The clock network:
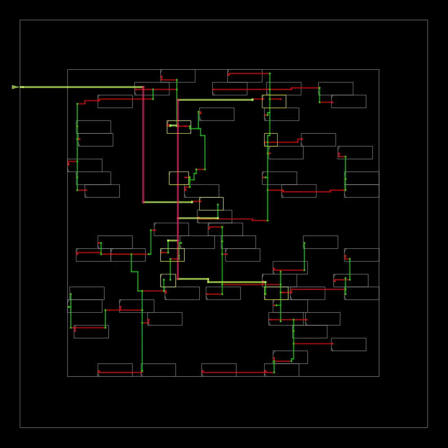
M3 wires:
Scale: 6 px per µm.
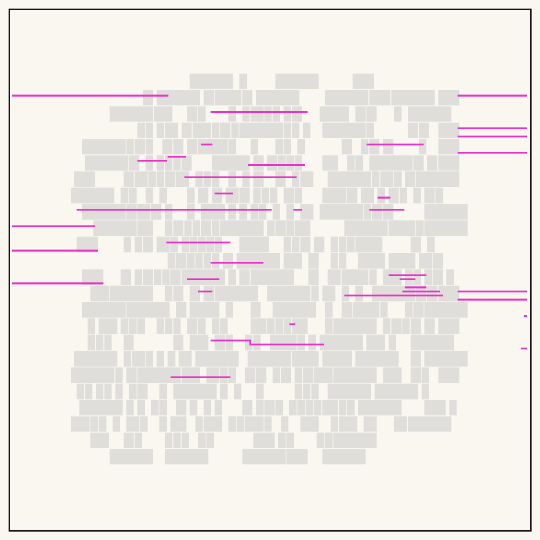
==> config.mk <==
export PLATFORM = sky130hd
export DESIGN_NAME = famicom_pad_reader_flat
export DESIGN_NICKNAME = d
export VERILOG_FILES = /design/src/rtl/famicom_pkg.sv /design/src/rtl/famicom_pad_reader_if.sv /design/src/rtl/famicom_pad_reader_sync2.sv /design/src/rtl/famicom_pad_reader.sv /design/src/flat_wrapper.sv
export SDC_FILE = /design/constraint.sdc
export NUM_CORES = 1
export LEC_CHECK = 0
export ABC_AREA = 1
export CAP_MARGIN = 20
export CORE_MARGIN = 10
export CORE_UTILIZATION = 64
export CTS_CLUSTER_DIAMETER = 80
export DETAILED_ROUTE_END_ITERATION = 6
export GPL_ROUTABILITY_DRIVEN = 1
export HOLD_SLACK_MARGIN = 0.1
export PLACE_DENSITY = 0.85
export RECOVER_POWER = 50
export SYNTH_ARGS = -nofsm -noshare
export SYNTH_HDL_FRONTEND = slang
export SYNTH_SLANG_ARGS = --single-unit
==> constraint.sdc <==
create_clock -name clk_sys -period 5.1 [get_ports clk_sys]
set_clock_uncertainty 0.1 [all_clocks]
set_input_delay 0.51 -clock clk_sys [delete_from_list [all_inputs] [get_ports clk_sys]]
set_output_delay 0.51 -clock clk_sys [all_outputs]
set_load 0.05 [all_outputs]
==> src/rtl/famicom_pkg.sv <==
// Shared definitions for the Famicom/NES controller logic.
//   fc_state_t       : pad reader FSM states
//   FC_BTN_A..RIGHT  : button positions in the serial stream / button byte
package famicom_pkg;

    typedef enum logic [2:0] {
        StIdle,
        StLatch,
        StGap,
        StPulseHi,
        StPulseLo,
        StDone
    } fc_state_t;

    // Serial order of a standard pad; the pad-emulation shift register uses the same order.
    localparam int unsigned FC_BTN_A      = 0;
    localparam int unsigned FC_BTN_B      = 1;
    localparam int unsigned FC_BTN_SELECT = 2;
    localparam int unsigned FC_BTN_START  = 3;
    localparam int unsigned FC_BTN_UP     = 4;
    localparam int unsigned FC_BTN_DOWN   = 5;
    localparam int unsigned FC_BTN_LEFT   = 6;
    localparam int unsigned FC_BTN_RIGHT  = 7;

endpackage

==> src/rtl/famicom_pad_reader_if.sv <==
// Signal bundle between the pad reader, the controller pins and the core.
//   enable    : core -> reader, permits new transactions
//   pad_data  : pad  -> reader, serial data, low = pressed
//   pad_latch : reader -> pad, latch strobe
//   pad_pulse : reader -> pad, shift clock
//   buttons   : reader -> core, 1 = pressed, bit i = i-th serial bit
//   valid     : reader -> core, one-cycle strobe when buttons updates
//   busy      : reader -> core, transaction in progress
// master = reader side, slave = pad/core side.
interface famicom_pad_reader_if #(
    parameter int unsigned NUM_BITS = 8
);
    logic                enable;
    logic                pad_data;
    logic                pad_latch;
    logic                pad_pulse;
    logic [NUM_BITS-1:0] buttons;
    logic                valid;
    logic                busy;

    modport master (
        input  enable,
        input  pad_data,
        output pad_latch,
        output pad_pulse,
        output buttons,
        output valid,
        output busy
    );

    modport slave (
        output enable,
        output pad_data,
        input  pad_latch,
        input  pad_pulse,
        input  buttons,
        input  valid,
        input  busy
    );
endinterface

==> src/rtl/famicom_pad_reader_sync2.sv <==
// Two-flop synchronizer with a parameterized reset value.
//   clk_sys : clock
//   reset   : synchronous active-high reset, loads RESET_VALUE into both flops
//   d       : asynchronous input
//   q       : synchronized output (two clocks of latency)
module sync2 #(
    parameter logic RESET_VALUE = 1'b0
) (
    input  logic clk_sys,
    input  logic reset,
    input  logic d,
    output logic q
);
    logic meta_q;
    logic sync_q;

    always_ff @(posedge clk_sys) begin
        if (reset) begin
            meta_q <= RESET_VALUE;
            sync_q <= RESET_VALUE;
        end else begin
            meta_q <= d;
            sync_q <= meta_q;
        end
    end

    assign q = sync_q;
endmodule

==> src/rtl/famicom_pad_reader.sv <==
// Famicom/NES controller reader: polls the pad every POLL_PERIOD clocks by driving latch
// and pulse, samples the serial data stream and presents an active-high button word.
//   clk_sys : clock, all logic on rising edge
//   reset   : synchronous active-high reset
//   bus     : master side of famicom_pad_reader_if (enable, pad pins, buttons/valid/busy)
// bus must be instantiated with the same NUM_BITS as this module.
module famicom_pad_reader
    import famicom_pkg::*;
#(
    parameter int unsigned NUM_BITS     = 8,
    parameter int unsigned LATCH_CYCLES = 600,
    parameter int unsigned HALF_CYCLES  = 300,
    parameter int unsigned POLL_PERIOD  = 833_333
) (
    input logic                  clk_sys,
    input logic                  reset,
    famicom_pad_reader_if.master bus
);
    localparam int unsigned TXN_CYCLES =
        LATCH_CYCLES + HALF_CYCLES + (NUM_BITS - 1) * 2 * HALF_CYCLES + 1;
    localparam int unsigned PHASE_MAX = (LATCH_CYCLES > HALF_CYCLES) ? LATCH_CYCLES : HALF_CYCLES;
    localparam int unsigned PHASE_W   = $clog2(PHASE_MAX + 1);
    localparam int unsigned POLL_W    = $clog2(POLL_PERIOD + 1);
    localparam int unsigned IDX_W     = (NUM_BITS > 1) ? $clog2(NUM_BITS) : 1;

    localparam logic [PHASE_W-1:0] LATCH_LOAD = PHASE_W'(LATCH_CYCLES - 1);
    localparam logic [PHASE_W-1:0] HALF_LOAD  = PHASE_W'(HALF_CYCLES - 1);
    localparam logic [POLL_W-1:0]  POLL_LAST  = POLL_W'(POLL_PERIOD - 1);
    localparam logic [IDX_W-1:0]   IDX_LAST   = IDX_W'(NUM_BITS - 1);

    // A transaction must finish before the next tick, otherwise polls would be skipped.
    if (POLL_PERIOD <= TXN_CYCLES + 1) begin : g_bad_poll
        $fatal(1, "famicom_pad_reader: POLL_PERIOD must exceed transaction length + 1");
    end
    if (NUM_BITS < 1 || NUM_BITS > 16) begin : g_bad_bits
        $fatal(1, "famicom_pad_reader: NUM_BITS must be 1..16");
    end
    if (LATCH_CYCLES < 1 || HALF_CYCLES < 1) begin : g_bad_timing
        $fatal(1, "famicom_pad_reader: LATCH_CYCLES and HALF_CYCLES must be nonzero");
    end

    fc_state_t           state_q;
    logic [PHASE_W-1:0]  phase_q;
    logic [POLL_W-1:0]   poll_q;
    logic [IDX_W-1:0]    idx_q;
    logic [NUM_BITS-1:0] shift_q;
    logic [NUM_BITS-1:0] shift_sampled;
    logic [NUM_BITS-1:0] buttons_q;
    logic                latch_q;
    logic                pulse_q;
    logic                valid_q;
    logic                data_sync;
    logic                tick;
    logic                phase_done;

    // Idle line is high (released), so an unplugged pad reads as no buttons.
    sync2 #(
        .RESET_VALUE (1'b1)
    ) u_pad_sync (
        .clk_sys (clk_sys),
        .reset   (reset),
        .d       (bus.pad_data),
        .q       (data_sync)
    );

    assign tick       = (poll_q == POLL_LAST);
    assign phase_done = (phase_q == '0);

    // Shift register with the current sample dropped into slot idx_q; raw line levels.
    always_comb begin
        shift_sampled = shift_q;
        for (int unsigned i = 0; i < NUM_BITS; i++) begin
            if (idx_q == IDX_W'(i)) begin
                shift_sampled[i] = data_sync;
            end
        end
    end

    always_ff @(posedge clk_sys) begin
        if (reset) begin
            state_q   <= StIdle;
            phase_q   <= '0;
            poll_q    <= '0;
            idx_q     <= '0;
            shift_q   <= '1;
            buttons_q <= '0;
            latch_q   <= 1'b0;
            pulse_q   <= 1'b0;
            valid_q   <= 1'b0;
        end else begin
            poll_q  <= tick ? '0 : poll_q + POLL_W'(1);
            valid_q <= 1'b0;

            unique case (state_q)
                StIdle: begin
                    if (tick && bus.enable) begin
                        state_q <= StLatch;
                        phase_q <= LATCH_LOAD;
                        latch_q <= 1'b1;
                        idx_q   <= '0;
                    end
                end
                StLatch: begin
                    if (phase_done) begin
                        state_q <= StGap;
                        phase_q <= HALF_LOAD;
                        latch_q <= 1'b0;
                    end else begin
                        phase_q <= phase_q - PHASE_W'(1);
                    end
                end
                StPulseHi: begin
                    if (phase_done) begin
                        state_q <= StPulseLo;
                        phase_q <= HALF_LOAD;
                        pulse_q <= 1'b0;
                    end else begin
                        phase_q <= phase_q - PHASE_W'(1);
                    end
                end
                // GAP samples bit 0 (idx_q is 0), PULSE_LO samples bit idx_q.
                StGap, StPulseLo: begin
                    if (phase_done) begin
                        shift_q <= shift_sampled;
                        if (idx_q == IDX_LAST) begin
                            state_q   <= StDone;
                            buttons_q <= ~shift_sampled;
                            valid_q   <= 1'b1;
                        end else begin
                            state_q <= StPulseHi;
                            phase_q <= HALF_LOAD;
                            pulse_q <= 1'b1;
                            idx_q   <= idx_q + IDX_W'(1);
                        end
                    end else begin
                        phase_q <= phase_q - PHASE_W'(1);
                    end
                end
                StDone: begin
                    state_q <= StIdle;
                end
                default: begin
                    state_q <= StIdle;
                    latch_q <= 1'b0;
                    pulse_q <= 1'b0;
                end
            endcase
        end
    end

    assign bus.pad_latch = latch_q;
    assign bus.pad_pulse = pulse_q;
    assign bus.buttons   = buttons_q;
    assign bus.valid     = valid_q;
    assign bus.busy      = (state_q != StIdle);
endmodule

==> src/flat_wrapper.sv <==
// flat-port wrapper written by rule: the top's interface ports become plain ports
module famicom_pad_reader_flat import famicom_pkg::*;
#(
    parameter int unsigned NUM_BITS     = 8,
    parameter int unsigned LATCH_CYCLES = 600,
    parameter int unsigned HALF_CYCLES  = 300,
    parameter int unsigned POLL_PERIOD  = 833_333
)
  (clk_sys, reset, bus_enable, bus_pad_data, bus_pad_latch, bus_pad_pulse, bus_buttons, bus_valid, bus_busy);
  famicom_pad_reader_if #(.NUM_BITS(NUM_BITS)) bus_i ();
  input logic clk_sys;
  input logic reset;
  input wire logic [$bits(bus_i.enable)-1:0] bus_enable;
  input wire logic [$bits(bus_i.pad_data)-1:0] bus_pad_data;
  output wire logic [$bits(bus_i.pad_latch)-1:0] bus_pad_latch;
  output wire logic [$bits(bus_i.pad_pulse)-1:0] bus_pad_pulse;
  output wire logic [$bits(bus_i.buttons)-1:0] bus_buttons;
  output wire logic [$bits(bus_i.valid)-1:0] bus_valid;
  output wire logic [$bits(bus_i.busy)-1:0] bus_busy;
  assign bus_i.enable = bus_enable;
  assign bus_i.pad_data = bus_pad_data;
  assign bus_pad_latch = bus_i.pad_latch;
  assign bus_pad_pulse = bus_i.pad_pulse;
  assign bus_buttons = bus_i.buttons;
  assign bus_valid = bus_i.valid;
  assign bus_busy = bus_i.busy;
  famicom_pad_reader #(.NUM_BITS(NUM_BITS), .LATCH_CYCLES(LATCH_CYCLES), .HALF_CYCLES(HALF_CYCLES), .POLL_PERIOD(POLL_PERIOD)) u_core (.clk_sys(clk_sys), .reset(reset), .bus(bus_i));
endmodule
==> run_results.csv <==
group,metric,value,unit
final_layout,stdcell_count,467,
detailed_routing,wire_per_inst,12.4,µm
setup_path,crit_end,"u_core.phase_q[6]$_SDFFE_PP0P_",
global_routing,grt_antenna_before_repair,0,
synthesis,syn-num-nets,414,
setup_path,r2r_start,"u_core.phase_q[0]$_SDFFE_PP0P_",
hold_path,hold-path-endpoint,"u_core.u_pad_sync.q$_SDFF_PP1_",
pwr,leakage,1.35,nW
clocking,clockRootBuffer,"clkbuf_8",
setup_path,path_delay_family,"simple AND/OR/NAND/NOR gates",
place,place.port_buffers,15,
final_layout,inverters_excl_clock,53,
clocking,cts_tree,"built",
synthesis,synth_flops,56,
hold_path,hold_depth,1,
final_layout,logic_gate_count,283,
die,io_pins,16,
synthesis,flop_cell,"dfxtp_1",
detailed_routing,route.detailed.drc,0,
setup_path,crit_top_cell,"nor2_1",
synthesis,async_reset_ff_frac,0,
final_timing,finalCritPeriodShare,0.562,
final_layout,clkCellAreaFrac,0.0316,
setup_path,crit_buf_inv,1,
final_layout,nonClockBufferCount,15,
detailed_routing,drtIter0Drc,133,
final_layout,final_util,0.706,
final_timing,whs,326,ps
synthesis,enable_flop_cells,0,
final_timing,fin_crit,2870,ps
final_timing,fmax,349,MHz
final_layout,comb_area_frac,0.465,
outcome,status,"complete, no violations",
setup_path,rrSetupSlack,2230,ps
clocking,cts_setup_buffers,0,
synthesis,synth_top_cell_by_count,"nand2_1",
die,tap_cells,52,
setup_path,start_kind,"register",
setup_path,crit_path_start,"u_core.phase_q[0]$_SDFFE_PP0P_",
clocking,cts.htree.levels,2,
setup_path,cp.depth,11,
detailed_routing,antenna_left,0,
setup_path,crit_chain,"inv_1 -> ha_1 -> nand3_1 -> nor2_1 -> nand2_1 -> nor2_1 -> nor2_1 -> nand2_1 -> nand2_1 -> o21ai_0 -> nor2_1",
pwr,vdd_drop_max,0.000144,V
clocking,cts_hold_buf,0,
final_timing,fin_ws,2230,ps
final_timing,maxSlewViolCount,0,
pwr,powerDensity,235,nW/µm²
synthesis,synth_cells,401,
final_layout,drive_gt1_frac,0.0458,
final_layout,fillCellCount,388,
detailed_routing,vias_per_cell,5.36,
die,die_x,86.7,µm
final_layout,seq_share,0.367,
global_routing,grt_first_pass_wirelength,10400,µm
die,core,4320,µm²
synthesis,synth_area,2850,µm²
pwr,total_power,0.717,mW
synthesis,top_cells_by_area,"dfxtp_1 (39%), nand2_1 (11%), nor2_1 (6.9%)",
die,fp_util,0.658,
final_timing,rsz0062_at_grt,"false",
synthesis,ys_seq_frac,0.394,
setup_path,path_class,"register to register",
place,dp_cells,459,
run,warnings,31,
setup_path,endpoint_kind,"register",
final_layout,logic_area,1420,µm²
setup_path,critical-path-max-stage-delay,480,ps
final_layout,final_area,3050,µm²
## Picture notes: 'the clock network'
Num Clock Sinks: 56
clock buffers: 5
CTS Buf Count: 5
flop count: 56

## Picture notes: 'M3 wires'
wire length on this layer	331 µm
nets with wire on the layer	29

==> kinds of logic (layout without fill, tap and decap cells) <==
logic type / Yosys count / count (layout) / share of synthesized area
flops: 56 / 56 / 0.394
fa+ha+maj: 9 / 9 / 0.0396
compound gates: 57 / 57 / 0.111
simple gates: 205 / 205 / 0.330
xor+xnor: 12 / 12 / 0.0369
buf+inv: 62 / 76 / 0.0883
==> report_power, final <==
part	leakage [nW]	internal (mW)	switching, mW
registers	0.452	0.440	0.00199
logic	0.853	0.00514	0.0114
clock network	0.0463	0.101	0.157
==> flip-flops by register name, indices dropped and copies added (netlist names) <==
| signal | flops |
|---|---|
| u_core.shift_q | 7 |
| u_core.poll_q | 20 |
| u_core.u_pad_sync.q | 1 |
| u_core.state_q | 3 |
| u_core.bus.pad_latch | 1 |
| u_core.idx_q | 3 |
| u_core.bus.pad_pulse | 1 |
| u_core.bus.buttons | 8 |
| u_core.bus.valid | 1 |
| u_core.phase_q | 10 |
| u_core.u_pad_sync.meta_q | 1 |
==> worst register-to-register path, delay by kind of cell (launching register included) <==
| kind | cells | cell delay (ps) |
|---|---|---|
| buf+inv | 1 | 90 |
| simple gates | 8 | 1930 |
| compound gates | 1 | 90 |
| fa+ha+maj | 1 | 230 |
| flops | 1 | 330 |
==> per-layer routing <==
metal,vias to the layer above,track usage,routed length (µm)
li1,1311,-,-
met1,1125,0.199,2710
met2,56,0.276,2670
met3,9,0.0497,331
met4,0,0.0560,81
met5,-,0,0
==> layout by cell type, fill, tap and decap left out, drive strengths merged, types with 5 or more instances in the layout <==
cell type	count
a21oi	32
clkbuf	5
dfxtp	56
dlygate4sd3	12
ha	9
inv	52
nand2	92
nand3	34
nand4	8
nor2	58
nor3	6
o21ai	15
xor2	9
Power and IR drop assume default switching activity.
